`src/rtl/life_engine_ctrl_pkg.sv`:
```
// life_engine_ctrl_pkg: FSM state encoding and elaboration-time sizing/index helpers
// shared by the Game of Life engine files.
package life_engine_ctrl_pkg;
    typedef enum logic [1:0] {
        ST_SET   = 2'd0,
        ST_RUN   = 2'd1,
        ST_PAUSE = 2'd2,
        ST_HALT  = 2'd3
    } state_e;
    function automatic int clog2(input int n);
        int w;
        w = 0;
        while ((1 << w) < n) w++;
        return w;
    endfunction
    function automatic int cell_idx(input int r, input int c, input int cols);
        return r * cols + c;
    endfunction
endpackage

```
`src/rtl/life_engine_ctrl_if.sv`:
```
// life_engine_ctrl_if: control pulses, row editing and board/status outputs of the Life engine.
interface life_engine_ctrl_if
    import life_engine_ctrl_pkg::*;
#(
    parameter int ROWS  = 16,
    parameter int COLS  = 16,
    parameter int GEN_W = 16
);
    localparam int RW = clog2(ROWS);
    logic                 run_toggle;
    logic                 step_i;
    logic                 clear_i;
    logic                 row_up;
    logic                 row_down;
    logic                 row_load;
    logic [COLS-1:0]      row_data;
    logic [ROWS*COLS-1:0] board_o;
    logic [GEN_W-1:0]     generation_cnt_o;
    logic [1:0]           state_o;
    logic [RW-1:0]        row_sel_o;
    logic                 stable_o;
    logic                 extinct_o;
    modport master (
        output run_toggle, step_i, clear_i, row_up, row_down, row_load, row_data,
        input  board_o, generation_cnt_o, state_o, row_sel_o, stable_o, extinct_o
    );
    modport slave (
        input  run_toggle, step_i, clear_i, row_up, row_down, row_load, row_data,
        output board_o, generation_cnt_o, state_o, row_sel_o, stable_o, extinct_o
    );
endinterface

```
`src/rtl/life_engine_ctrl_next_gen.sv`:
```
// life_next_gen: combinational B3/S23 next-board generator with toroidal or dead-edge
// neighbourhoods, plus next==current and next==0 flags.
module life_next_gen
    import life_engine_ctrl_pkg::*;
#(
    parameter int ROWS = 16,
    parameter int COLS = 16,
    parameter int WRAP = 1
) (
    input  logic [ROWS*COLS-1:0] board_i,
    output logic [ROWS*COLS-1:0] next_o,
    output logic                 same_o,
    output logic                 zero_o
);
    for (genvar r = 0; r < ROWS; r++) begin : g_r
        for (genvar c = 0; c < COLS; c++) begin : g_c
            logic [8:0] nb;
            logic [3:0] cnt;
            for (genvar k = 0; k < 9; k++) begin : g_k
                localparam int NR = r + k / 3 - 1;
                localparam int NC = c + k % 3 - 1;
                localparam bit INSIDE = NR >= 0 && NR < ROWS && NC >= 0 && NC < COLS;
                localparam int IDX = cell_idx((NR + ROWS) % ROWS, (NC + COLS) % COLS, COLS);
                // k==4 is the cell itself; without wrap, off-board neighbours read as dead
                assign nb[k] = (k != 4 && (WRAP != 0 || INSIDE)) ? board_i[IDX] : 1'b0;
            end
            assign cnt = 4'($countones(nb));
            assign next_o[cell_idx(r, c, COLS)] = cnt == 4'd3 || (board_i[cell_idx(r, c, COLS)] && cnt == 4'd2);
        end
    end
    assign same_o = next_o == board_i;
    assign zero_o = next_o == '0;
endmodule

```
`src/rtl/life_engine_ctrl.sv`:
```
// life_engine_ctrl: single-clock Game of Life engine with row editing, tick-driven run,
// single stepping, saturating generation count and still-life/extinction halt.
module life_engine_ctrl
    import life_engine_ctrl_pkg::*;
#(
    parameter int ROWS      = 16,
    parameter int COLS      = 16,
    parameter int TICK_W    = 28,
    parameter int GEN_W     = 16,
    parameter int WRAP      = 1,
    parameter int AUTO_HALT = 1
) (
    input logic               ClkPort,
    input logic               reset,
    life_engine_ctrl_if.slave bus
);
    localparam int RW = clog2(ROWS);
    localparam int N  = ROWS * COLS;
    state_e            state_q, state_d;
    logic [TICK_W-1:0] tick_q;
    logic [N-1:0]      board_q, board_d, next_b;
    logic [GEN_W-1:0]  gen_q;
    logic [RW-1:0]     sel_q, sel_d;
    logic              stable_q, same, zero, tick, editable, load_ok, adv, clr;

    life_next_gen #(.ROWS(ROWS), .COLS(COLS), .WRAP(WRAP)) u_next (
        .board_i(board_q),
        .next_o (next_b),
        .same_o (same),
        .zero_o (zero)
    );

    // tick marks the terminal count, i.e. the edge on which the counter wraps to 0
    assign tick     = &tick_q;
    assign editable = state_q == ST_SET || state_q == ST_PAUSE;
    assign load_ok  = bus.row_load && editable;
    assign adv      = !load_ok && ((state_q == ST_RUN && tick) || (bus.step_i && editable));
    assign clr      = reset || bus.clear_i;

    always_comb begin
        state_d = state_q;
        case (state_q)
            ST_SET:   state_d = bus.run_toggle ? ST_RUN : ST_SET;
            ST_RUN:   state_d = bus.run_toggle ? ST_PAUSE :
                                (tick && AUTO_HALT != 0 && (same || zero)) ? ST_HALT : ST_RUN;
            ST_PAUSE: state_d = bus.run_toggle ? ST_RUN : ST_PAUSE;
            default:  state_d = bus.run_toggle ? ST_PAUSE : ST_HALT;
        endcase
        if (clr) state_d = ST_SET;
    end

    assign sel_d = clr ? '0 :
                   (bus.row_up && !bus.row_down) ? (sel_q == RW'(ROWS - 1) ? '0 : sel_q + 1'b1) :
                   (bus.row_down && !bus.row_up) ? (sel_q == '0 ? RW'(ROWS - 1) : sel_q - 1'b1) :
                   sel_q;

    for (genvar r = 0; r < ROWS; r++) begin : g_row
        assign board_d[r*COLS +: COLS] = clr ? '0 :
                                         (load_ok && sel_q == RW'(r)) ? bus.row_data :
                                         adv ? next_b[r*COLS +: COLS] : board_q[r*COLS +: COLS];
    end

    always_ff @(posedge ClkPort) begin
        state_q  <= state_d;
        board_q  <= board_d;
        sel_q    <= sel_d;
        tick_q   <= reset ? '0 : tick_q + 1'b1;
        gen_q    <= clr ? '0 : (adv && !(&gen_q)) ? gen_q + 1'b1 : gen_q;
        stable_q <= (clr || load_ok) ? 1'b0 : adv ? same : stable_q;
    end

    assign bus.board_o          = board_q;
    assign bus.generation_cnt_o = gen_q;
    assign bus.state_o          = state_q;
    assign bus.row_sel_o        = sel_q;
    assign bus.stable_o         = stable_q;
    assign bus.extinct_o        = board_q == '0;
endmodule
```
`src/flat_wrapper.sv`:
```
// flat-port wrapper written by rule: the top's interface ports become plain ports
module life_engine_ctrl_flat import life_engine_ctrl_pkg::*;
#(
    parameter int ROWS      = 16,
    parameter int COLS      = 16,
    parameter int TICK_W    = 28,
    parameter int GEN_W     = 16,
    parameter int WRAP      = 1,
    parameter int AUTO_HALT = 1
)
  (ClkPort, reset, bus_run_toggle, bus_step_i, bus_clear_i, bus_row_up, bus_row_down, bus_row_load, bus_row_data, bus_board_o, bus_generation_cnt_o, bus_state_o, bus_row_sel_o, bus_stable_o, bus_extinct_o);
  life_engine_ctrl_if #(.ROWS(ROWS), .COLS(COLS), .GEN_W(GEN_W)) bus_i ();
  input logic ClkPort;
  input logic reset;
  input wire logic [$bits(bus_i.run_toggle)-1:0] bus_run_toggle;
  input wire logic [$bits(bus_i.step_i)-1:0] bus_step_i;
  input wire logic [$bits(bus_i.clear_i)-1:0] bus_clear_i;
  input wire logic [$bits(bus_i.row_up)-1:0] bus_row_up;
  input wire logic [$bits(bus_i.row_down)-1:0] bus_row_down;
  input wire logic [$bits(bus_i.row_load)-1:0] bus_row_load;
  input wire logic [$bits(bus_i.row_data)-1:0] bus_row_data;
  output wire logic [$bits(bus_i.board_o)-1:0] bus_board_o;
  output wire logic [$bits(bus_i.generation_cnt_o)-1:0] bus_generation_cnt_o;
  output wire logic [$bits(bus_i.state_o)-1:0] bus_state_o;
  output wire logic [$bits(bus_i.row_sel_o)-1:0] bus_row_sel_o;
  output wire logic [$bits(bus_i.stable_o)-1:0] bus_stable_o;
  output wire logic [$bits(bus_i.extinct_o)-1:0] bus_extinct_o;
  assign bus_i.run_toggle = bus_run_toggle;
  assign bus_i.step_i = bus_step_i;
  assign bus_i.clear_i = bus_clear_i;
  assign bus_i.row_up = bus_row_up;
  assign bus_i.row_down = bus_row_down;
  assign bus_i.row_load = bus_row_load;
  assign bus_i.row_data = bus_row_data;
  assign bus_board_o = bus_i.board_o;
  assign bus_generation_cnt_o = bus_i.generation_cnt_o;
  assign bus_state_o = bus_i.state_o;
  assign bus_row_sel_o = bus_i.row_sel_o;
  assign bus_stable_o = bus_i.stable_o;
  assign bus_extinct_o = bus_i.extinct_o;
  life_engine_ctrl #(.ROWS(ROWS), .COLS(COLS), .TICK_W(TICK_W), .GEN_W(GEN_W), .WRAP(WRAP), .AUTO_HALT(AUTO_HALT)) u_core (.ClkPort(ClkPort), .reset(reset), .bus(bus_i));
endmodule
```
`config.mk`:
```
export PLATFORM = sky130hd
export DESIGN_NAME = life_engine_ctrl_flat
export DESIGN_NICKNAME = d
export VERILOG_FILES = /design/src/rtl/life_engine_ctrl_pkg.sv /design/src/rtl/life_engine_ctrl_if.sv /design/src/rtl/life_engine_ctrl_next_gen.sv /design/src/rtl/life_engine_ctrl.sv /design/src/flat_wrapper.sv
export SDC_FILE = /design/constraint.sdc
export NUM_CORES = 2
export LEC_CHECK = 0
export ABC_AREA = 1
export CORE_MARGIN = 5
export CORE_UTILIZATION = 50
export CTS_BUF_LIST = sky130_fd_sc_hd__clkbuf_8
export DETAILED_ROUTE_END_ITERATION = 6
export GPL_TIMING_DRIVEN = 0
export PLACE_DENSITY = 0.78
export SETUP_SLACK_MARGIN = 0.15
export SLEW_MARGIN = 15
export SYNTH_ARGS = -nofsm -noshare
export SYNTH_HDL_FRONTEND = slang
export SYNTH_SLANG_ARGS = --single-unit
```
`constraint.sdc`:
```
create_clock -name ClkPort -period 4.7 [get_ports ClkPort]
set_input_delay 0.94 -clock ClkPort [delete_from_list [all_inputs] [get_ports ClkPort]]
set_output_delay 0.94 -clock ClkPort [all_outputs]
set_load 0.03 [all_outputs]
```
==> ds_physical_params.txt <==
Summary of implementation characteristics

Parameter                              Value

Final layout
  Share of the final layout cell area in sequential cells    0.07390
  Nets    14030
  Leading cell type in the layout, fill and taps excluded    nand2_1
  Flip-flop count of the largest register, all copies and words added    256
  Clock Buffer Count    82
  Inverter count    1495
  Top cell class by occupied area    logic gates
  Non-clock buffer instance count of the final layout    1325
  Area of all sequential standard cells    7107 um^2
  Combinational Gates    7934

Placed design
  RD Place Congestion    1.093
  Cell area after placement    84600 um^2
  HPWL after DPL    288200 um

Power and ir drop
  Reported leakage power    51.71 nW
  Overall Power    13.80 mW
  Largest power group    combinational cells
  Combinational cell fraction of total power    0.528

Clocking
  H-tree levels    3
  Max Root-Sink Buffers    3
  Clock tree from TritonCTS    yes
  Hold_buf cts    0
  Number of buffers inserted during clock tree synthesis    66
  Clock root buffer    clkbuf_8

Setup path
  R2r worst-path depth    19
  Register-to-register path setup slack    0.06 ns
  Kind of end point of the critical path    primary output

Floorplan
  Placeable core region    156800 um^2
  Die W    407.5 um
  Number of I/O pins    304
  Die Y    407.5 um

Global routing
  Global-route wire length before repair    502800 um
  Overall track demand over capacity in global routing    0.4228

Detailed routing
  Vias    77020
  Number of DRC violations after detailed routing    39
  Iter 0 DRT Violations    9345
  TritonRoute pass-1 iters    7

Final timing
  Setup TNS    0 ns
  Final count of negative-setup-slack endpoints    0
  Setup repair after global routing missed its margin    true

Run status
  Run status    finished with violations
  Violated checks    DRC

Worst hold path
  Hold/Removal Path Class    reg2reg
  Beginning of the worst hold path    u_core.tick_q[0]

Synthesis
  Proportion of synthesized area in mux cells    0
  Number of distinct standard cells referenced by the synthesized netlist    43
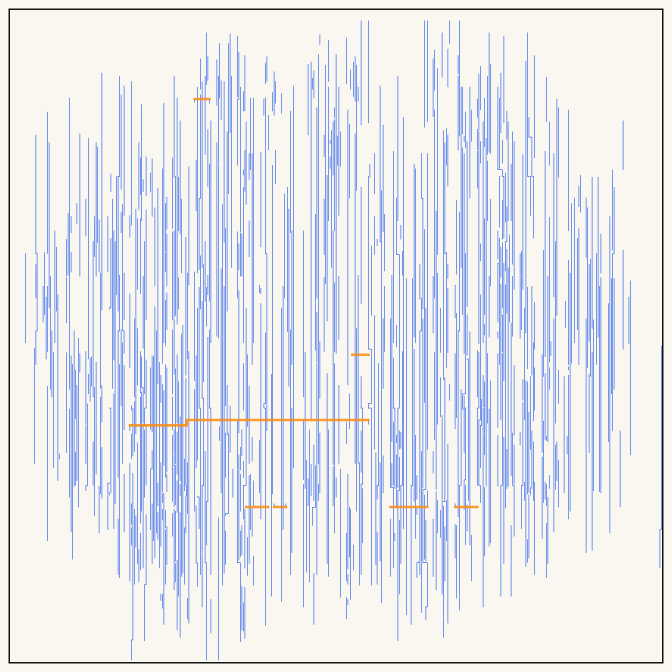
(wiring by layer)
Only two layers are drawn.
Key: metal 4 = blue [wire length 42.2 mm]; metal 5 = orange [wire length 230 um]

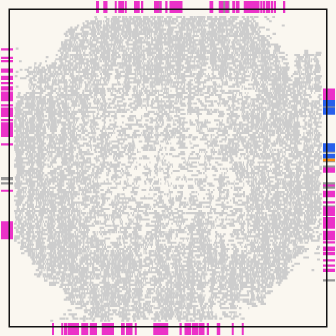
(pin map)
Pins as bars across the die edge, other pins in grey.
Key: bus_state_o = green [pins 2, direction output, edge right]; bus_row_up = orange [pins 1, direction input, edge right]; bus_board_o = magenta [pins 256, direction output, edge 78 bottom, 73 top, 55 left, 50 right]; bus_generation_cnt_o = blue [pins 16, direction output, edge right]
All pins by edge: 86 right, 81 top, 78 bottom, 59 left.

Power and IR drop assume default switching activity.
